File: src/rtl/cdc_fifo_pkg.sv
// Shared definitions for the cdc_fifo read-side serial drain path.
// Holds the consumer state encoding and the UART line levels so the
// transmit block and a future receive-side feeder agree on them.
package cdc_fifo_pkg;

    // Consumer sequencing states. PARITY is only entered when the
    // CDC_FIFO_READ_UART_TX_PARITY_EN build option is defined.
    typedef enum logic [2:0] {
        FETCH_LO,
        GAP_LO,
        FETCH_HI,
        GAP_HI,
        START,
        DATA,
        PARITY,
        STOP
    } state_t;

    // Line level while nothing is being sent.
    localparam logic UART_IDLE  = 1'b1;

    // Line level of the start bit that opens every frame.
    localparam logic UART_START = 1'b0;

endpackage

File: src/rtl/uart_bit_timer.sv
// Serial bit timer: counts CLKS_PER_BIT clock cycles per bit and flags
// the last cycle of each bit. A restart pulse realigns the count so the
// cycle after the pulse is cycle 0 of a new bit. Shared by the UART
// transmit drain and the planned receive-side feeder.
module uart_bit_timer #(
    parameter int CLKS_PER_BIT = 16
) (
    input  logic clk,
    input  logic reset,
    input  logic restart,
    output logic bit_done
);

    localparam int CNT_W = (CLKS_PER_BIT > 1) ? $clog2(CLKS_PER_BIT) : 1;
    localparam logic [CNT_W-1:0] LAST_CNT = CNT_W'(CLKS_PER_BIT - 1);

    logic [CNT_W-1:0] clk_cnt;

    // Free-running cycle counter that wraps at CLKS_PER_BIT-1.
    always_ff @(posedge clk) begin
        if (reset || restart) begin
            clk_cnt <= '0;
        end else if (clk_cnt == LAST_CNT) begin
            clk_cnt <= '0;
        end else begin
            clk_cnt <= clk_cnt + CNT_W'(1);
        end
    end

    // NOTE: bit_done is decoded from the registered count, so it is glitch-free
    // in the clock domain and lets the consumer act on the very edge that ends
    // the bit instead of one cycle later.
    assign bit_done = (clk_cnt == LAST_CNT);

endmodule

File: src/rtl/cdc_fifo_read_uart_tx.sv
// Read-side drain for the cdc_fifo: pops nibbles in pairs (first pop is
// the low nibble), packs them into a byte and sends it LSB-first as a
// UART frame on tx. Everything runs on read_clock with a synchronous,
// active-high read_reset.
// Build option: define CDC_FIFO_READ_UART_TX_PARITY_EN to insert an even
// parity bit between the data bits and the stop bit (8E1 instead of 8N1).
module cdc_fifo_read_uart_tx
    import cdc_fifo_pkg::*;
#(
    parameter int DATA_WIDTH   = 4,
    parameter int CLKS_PER_BIT = 16
) (
    input  logic                  read_clock,
    input  logic                  read_reset,
    input  logic                  empty,
    input  logic [DATA_WIDTH-1:0] read_data,
    output logic                  read_increment,
    output logic                  tx,
    output logic                  busy
);

    localparam int BYTE_W = 2 * DATA_WIDTH;
    localparam int BIT_W  = (BYTE_W > 1) ? $clog2(BYTE_W) : 1;
    localparam logic [BIT_W-1:0] LAST_BIT = BIT_W'(BYTE_W - 1);

    state_t                  state;
    logic [DATA_WIDTH-1:0]   lo;
    logic [DATA_WIDTH-1:0]   hi;
    logic [BYTE_W-1:0]       shift_reg;
    logic [BIT_W-1:0]        bit_cnt;
    logic                    bit_done;
    logic                    timer_restart;
`ifdef CDC_FIFO_READ_UART_TX_PARITY_EN
    logic                    parity_bit;
`endif

    // The start bit begins on the edge that leaves GAP_HI, so the timer is
    // realigned there and every later bit boundary falls on bit_done.
    assign timer_restart = (state == GAP_HI);

    uart_bit_timer #(
        .CLKS_PER_BIT (CLKS_PER_BIT)
    ) u_bit_timer (
        .clk      (read_clock),
        .reset    (read_reset),
        .restart  (timer_restart),
        .bit_done (bit_done)
    );

    // Single sequencer: fetches two nibbles with a gap cycle after each pop,
    // then serialises the packed byte. All outputs are registered here.
    always_ff @(posedge read_clock) begin
        // NOTE: every state register uses non-blocking assignment so all of
        // them see the pre-edge values; a blocking write here would let later
        // lines in this block observe the new state within the same edge.
        if (read_reset) begin
            state          <= FETCH_LO;
            read_increment <= 1'b0;
            tx             <= UART_IDLE;
            busy           <= 1'b0;
            lo             <= '0;
            hi             <= '0;
            shift_reg      <= '0;
            bit_cnt        <= '0;
`ifdef CDC_FIFO_READ_UART_TX_PARITY_EN
            parity_bit     <= 1'b0;
`endif
        end else begin
            case (state)
                FETCH_LO: begin
                    if (!empty) begin
                        lo             <= read_data;
                        read_increment <= 1'b1;
                        busy           <= 1'b1;
                        state          <= GAP_LO;
                    end
                end

                // The pop lands at the end of this cycle; the FIFO's empty
                // flag is only trustworthy again in FETCH_HI.
                GAP_LO: begin
                    read_increment <= 1'b0;
                    state          <= FETCH_HI;
                end

                // Waits without a timeout for the second nibble, holding lo.
                FETCH_HI: begin
                    if (!empty) begin
                        hi             <= read_data;
                        read_increment <= 1'b1;
                        state          <= GAP_HI;
                    end
                end

                GAP_HI: begin
                    read_increment <= 1'b0;
                    shift_reg      <= {hi, lo};
                    bit_cnt        <= '0;
                    tx             <= UART_START;
`ifdef CDC_FIFO_READ_UART_TX_PARITY_EN
                    parity_bit     <= ^{hi, lo};
`endif
                    state          <= START;
                end

                START: begin
                    if (bit_done) begin
                        tx    <= shift_reg[0];
                        state <= DATA;
                    end
                end

                // shift_reg[0] is the bit on the line; shift_reg[1] is next.
                DATA: begin
                    if (bit_done) begin
                        if (bit_cnt == LAST_BIT) begin
`ifdef CDC_FIFO_READ_UART_TX_PARITY_EN
                            tx    <= parity_bit;
                            state <= PARITY;
`else
                            tx    <= UART_IDLE;
                            state <= STOP;
`endif
                        end else begin
                            bit_cnt   <= bit_cnt + BIT_W'(1);
                            shift_reg <= {1'b0, shift_reg[BYTE_W-1:1]};
                            tx        <= shift_reg[1];
                        end
                    end
                end

`ifdef CDC_FIFO_READ_UART_TX_PARITY_EN
                PARITY: begin
                    if (bit_done) begin
                        tx    <= UART_IDLE;
                        state <= STOP;
                    end
                end
`endif

                STOP: begin
                    if (bit_done) begin
                        busy  <= 1'b0;
                        state <= FETCH_LO;
                    end
                end

                // Unused encodings recover to a clean idle.
                default: begin
                    read_increment <= 1'b0;
                    tx             <= UART_IDLE;
                    busy           <= 1'b0;
                    state          <= FETCH_LO;
                end
            endcase
        end
    end

endmodule
File: config.mk
export PLATFORM = sky130hd
export DESIGN_NAME = cdc_fifo_read_uart_tx
export DESIGN_NICKNAME = d
export VERILOG_FILES = /design/src/rtl/cdc_fifo_pkg.sv /design/src/rtl/uart_bit_timer.sv /design/src/rtl/cdc_fifo_read_uart_tx.sv
export SDC_FILE = /design/constraint.sdc
export NUM_CORES = 1
export LEC_CHECK = 0
export CORE_ASPECT_RATIO = 0.75
export CORE_UTILIZATION = 60
export CTS_CLUSTER_DIAMETER = 120
export CTS_CLUSTER_SIZE = 10
export DETAILED_ROUTE_END_ITERATION = 10
export PLACE_DENSITY_LB_ADDON = 0.12
export SLEW_MARGIN = 30
export SYNTH_ARGS = -nofsm -noshare
export SYNTH_HDL_FRONTEND = slang
export SYNTH_SLANG_ARGS = --single-unit
export TNS_END_PERCENT = 1
File: constraint.sdc
create_clock -name read_clock -period 2.98 [get_ports read_clock]
set_input_delay 0.298 -clock read_clock [delete_from_list [all_inputs] [get_ports read_clock]]
set_output_delay 0.298 -clock read_clock [all_outputs]
set_load 0.03 [all_outputs]
==> flow_metrics.tcl, run 1 <==
# implementation run metrics
set metrics [dict create \
    top_cell "dfxtp_1" \
    seq-cell-share_pct 39.3 \
    common_cells "dfxtp_1, nor2_1, mux2i_1" \
    fin_util_pct 72.2 \
    m1WireLength_um 1430 \
    initial_core_util_pct 65.4 \
    end_kind "register" \
    drive_gt1_share_pct 7.24 \
    switching_share_pct 26.9 \
    dr_wl_met2_um 1130 \
    root_buffer "clkbuf_4" \
    comb_area_um2 697 \
    ys_top_cells_by_area "dfxtp_1, mux2i_1, nor2_1, a221oi_1, ha_1" \
    ant_nets 0 \
    slew_headroom_pct 48.7 \
    dieArea_mm2 0.00243 \
    core-area_mm2 0.00205 \
    p_int_uw 540 \
    nNetsFinal 161 \
    min_path_type "reg -> reg" \
    largest_reg_flops 8 \
    status "finished clean" \
    n_tap_cell 24 \
    fp-row-count 14 \
]
## run 1: cells in the final DEF, fill, tap and decap left out, drive strengths merged, types with 2 or more instances in the layout
| master | netlist | layout |
|---|---|---|
| clkdlybuf4s50 | 0 | 9 |
| nand3 | 4 | 4 |
| o211ai | 4 | 4 |
| o21ai | 5 | 5 |
| nor2 | 21 | 21 |
| a221oi | 7 | 7 |
| nand4 | 2 | 2 |
| inv | 6 | 6 |
| nand3b | 2 | 2 |
| nand2 | 5 | 5 |
| clkbuf | 5 | 6 |
| mux2i | 16 | 16 |
| a21boi | 2 | 2 |
| ha | 3 | 3 |
| clkinv | 0 | 2 |
| dfxtp | 29 | 29 |
| a21oi | 6 | 6 |
## run 1: critical path, cell delays in order (launching register included)
cell and delay, ps:
dfxtp_1 690, nand4_1 420, or4_1 570, o21ai_0 100
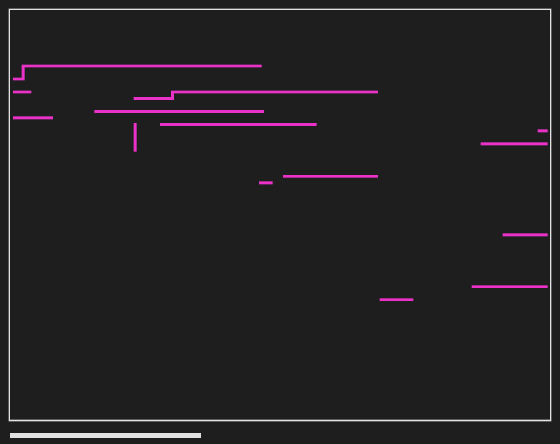
*Signal wires on met3, run 1*
Bar = 20 um.
- longest straight run: 24.8 um
- wire length on this layer: 129 um

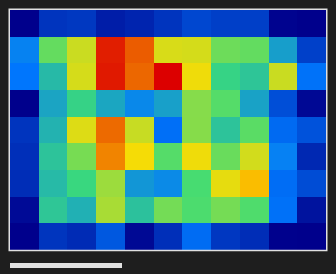
*Wire density map, run 1*
Bar = 20 um. The die is cut into 11 by 9 equal tiles; dark blue is low, red is high, scaled to the fullest tile. Values are wire area over tile area, all layers added.
- nearly empty tiles: 9.1%
- mean over tiles: 0.17
- tiles over half the peak: 37%
final WL: 2700 um
overall routing resource usage: 25.3%

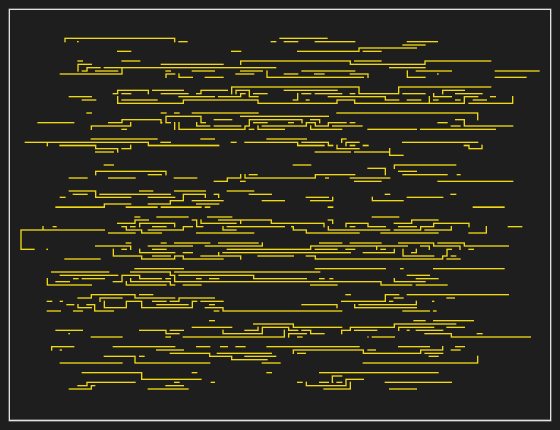
*Signal wires on met1, run 1*
- main direction: horizontal
- nets with wire on the layer: 151
- share of all routed wire: 53%
met1 Use GR: 37.2%
vias: 1091

### Placement by cell class, run 1

Fill, decap, tap and diode cells in gray.
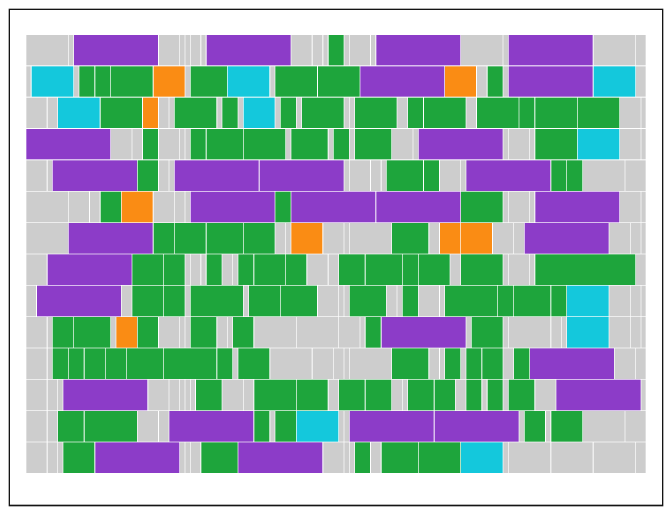

==> inputs of run 2 (changes only) <==
--- a/config.mk
+++ b/config.mk
@@ -6,7 +6,7 @@
 export NUM_CORES = 1
 export LEC_CHECK = 0
 export CORE_ASPECT_RATIO = 0.75
-export CORE_UTILIZATION = 60
+export CORE_UTILIZATION = 56
 export CTS_CLUSTER_DIAMETER = 120
 export CTS_CLUSTER_SIZE = 10
 export DETAILED_ROUTE_END_ITERATION = 10
==> constraint.sdc (replaced) <==
create_clock -name read_clock -period 1.8 [get_ports read_clock]
set_input_delay 0.18 -clock read_clock [delete_from_list [all_inputs] [get_ports read_clock]]
set_output_delay 0.18 -clock read_clock [all_outputs]
set_load 0.03 [all_outputs]
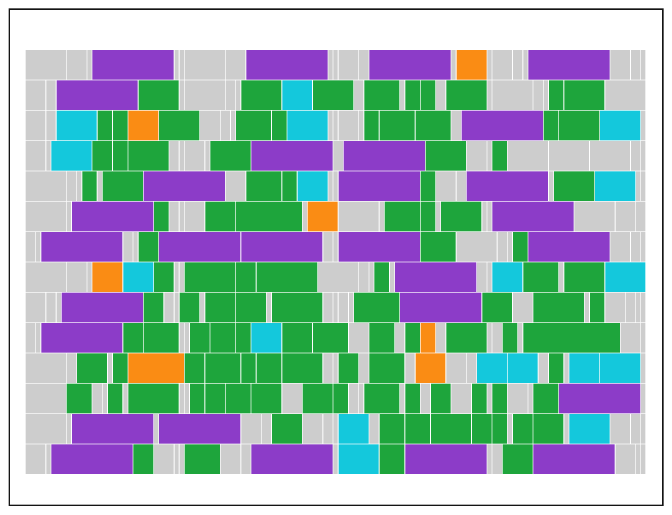
*Placement by cell class, run 2*
Fill, decap, tap and diode cells in gray.
- cyan: other buffers and delay cells (cells 18; share of their area 10%)
- green: combinational and other logic (cells 105; share of their area 48%)
- purple: flops (cells 29; share of their area 38%)
- orange: clock drivers and dummy loads (cells 7; share of their area 3.6%)
fraction of area in registers: 36.9%
design area: 0.00157 mm^2
Final Util: 74.2%

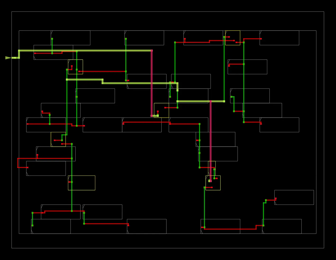
*Clock nets, run 2*
Worst-Skew Late Latency: 320 ps
clk pwr: 392 uW
# clk buffers: 7
Flops: 29

==> flow_metrics.tcl, run 2 <==
# implementation run metrics
set metrics [dict create \
    crit_fanout 5 \
    common_cells "dfxtp_1, nor2_1, mux2i_1" \
    largest_reg_flops 8 \
    top_cell "dfxtp_1" \
    pg_seq_uw 702 \
    fin_crit_ps 1720 \
    slew_headroom_pct 67.4 \
    nNonClkInverters 6 \
    gp_congestion 0.800 \
    root_buffer "clkbuf_4" \
    yosys.area.top_type "dfxtp_1" \
    end_kind "register" \
    dr_wl_met2_um 1210 \
    ant_nets 0 \
    fp-row-count 14 \
    m1WireLength_um 1370 \
    cts_setup_buffers 0 \
    comb_cell_power_uw 172 \
    cp.required_ps 2050 \
    worst-path-buf-inv 0 \
    ioPinCount 10 \
    grtUsageMet1_pct 34.4 \
    biggestCellCategory "multi-input combinational cells" \
    switching_share_pct 25.5 \
    grtUsageMet2_pct 37.9 \
    grtUsageTotal_pct 25.2 \
    synth_seq_share_pct 43.3 \
    hold_viol_final 0 \
    critical_path.max_stage_delay_ps 420 \
    p_int_uw 943 \
    lay_top_cells "dfxtp_1, nor2_1, mux2i_1, clkdlybuf4s50_1, buf_4" \
    ys_top_cells_by_area "dfxtp_1, mux2i_1, nor2_1, a221oi_1, ha_1" \
    status "finished clean" \
    synth-seq-cells 29 \
    path_delay_family "simple AND/OR/NAND/NOR gates" \
    layout_top_cell "dfxtp_1" \
    grt-busiest-layer "met2" \
    vias 1133 \
    min_path_type "reg -> reg" \
    n_tap_cell 32 \
    cp_cell_sequence "ha_1 -> ha_2 -> or3b_4 -> or4_1 -> o21ai_0" \
    clkCellAreaFrac_pct 3.50 \
    nNetsFinal 169 \
    initial_core_util_pct 63.2 \
    drive_gt1_share_pct 13.8 \
    slowest_stage "or3b_4" \
    dieArea_mm2 0.00259 \
    wirelength_um 2750 \
]
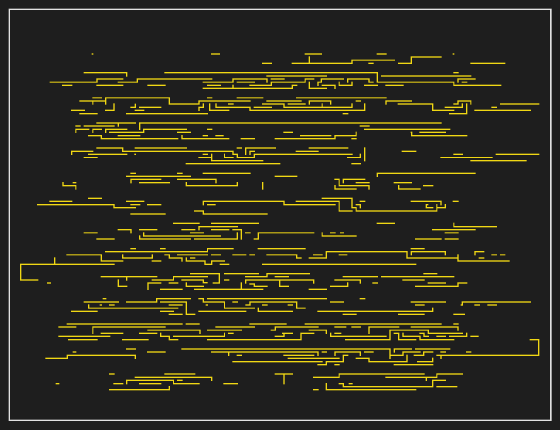
*Signal wires on met1, run 2*
- main direction: horizontal
- nets with wire on the layer: 158

## run 2: stage by stage
step | area, um^2 | hold WS, ps | power, uW | utilization [%] | worst slack [ps]
2_1_floorplan | 1340 | 327 | 822 | - | 164
3_5_place_dp | 1500 | 454 | 884 | 70.7 | 0.342
4_1_cts | 1560 | 467 | 1280 | 73.6 | 5.25
3_3_place_gp | 1500 | 444 | 878 | 70.7 | 97.6
6_report | 1570 | 471 | 1270 | 74.2 | 81.4
5_1_grt | 1570 | 482 | 1330 | 74.2 | 25.7
## run 2: worst paths after layout
check,endpoint,depth (start not counted),slack [ps]
worst min register to register,u_bit_timer.clk_cnt[0],1,470
worst max-delay path,bit_cnt[0],5,80
worst min-delay path,u_bit_timer.clk_cnt[0],1,470
worst max register to register,bit_cnt[0],5,80
Power figures rest on the tool's default switching activity, not on a simulated workload.
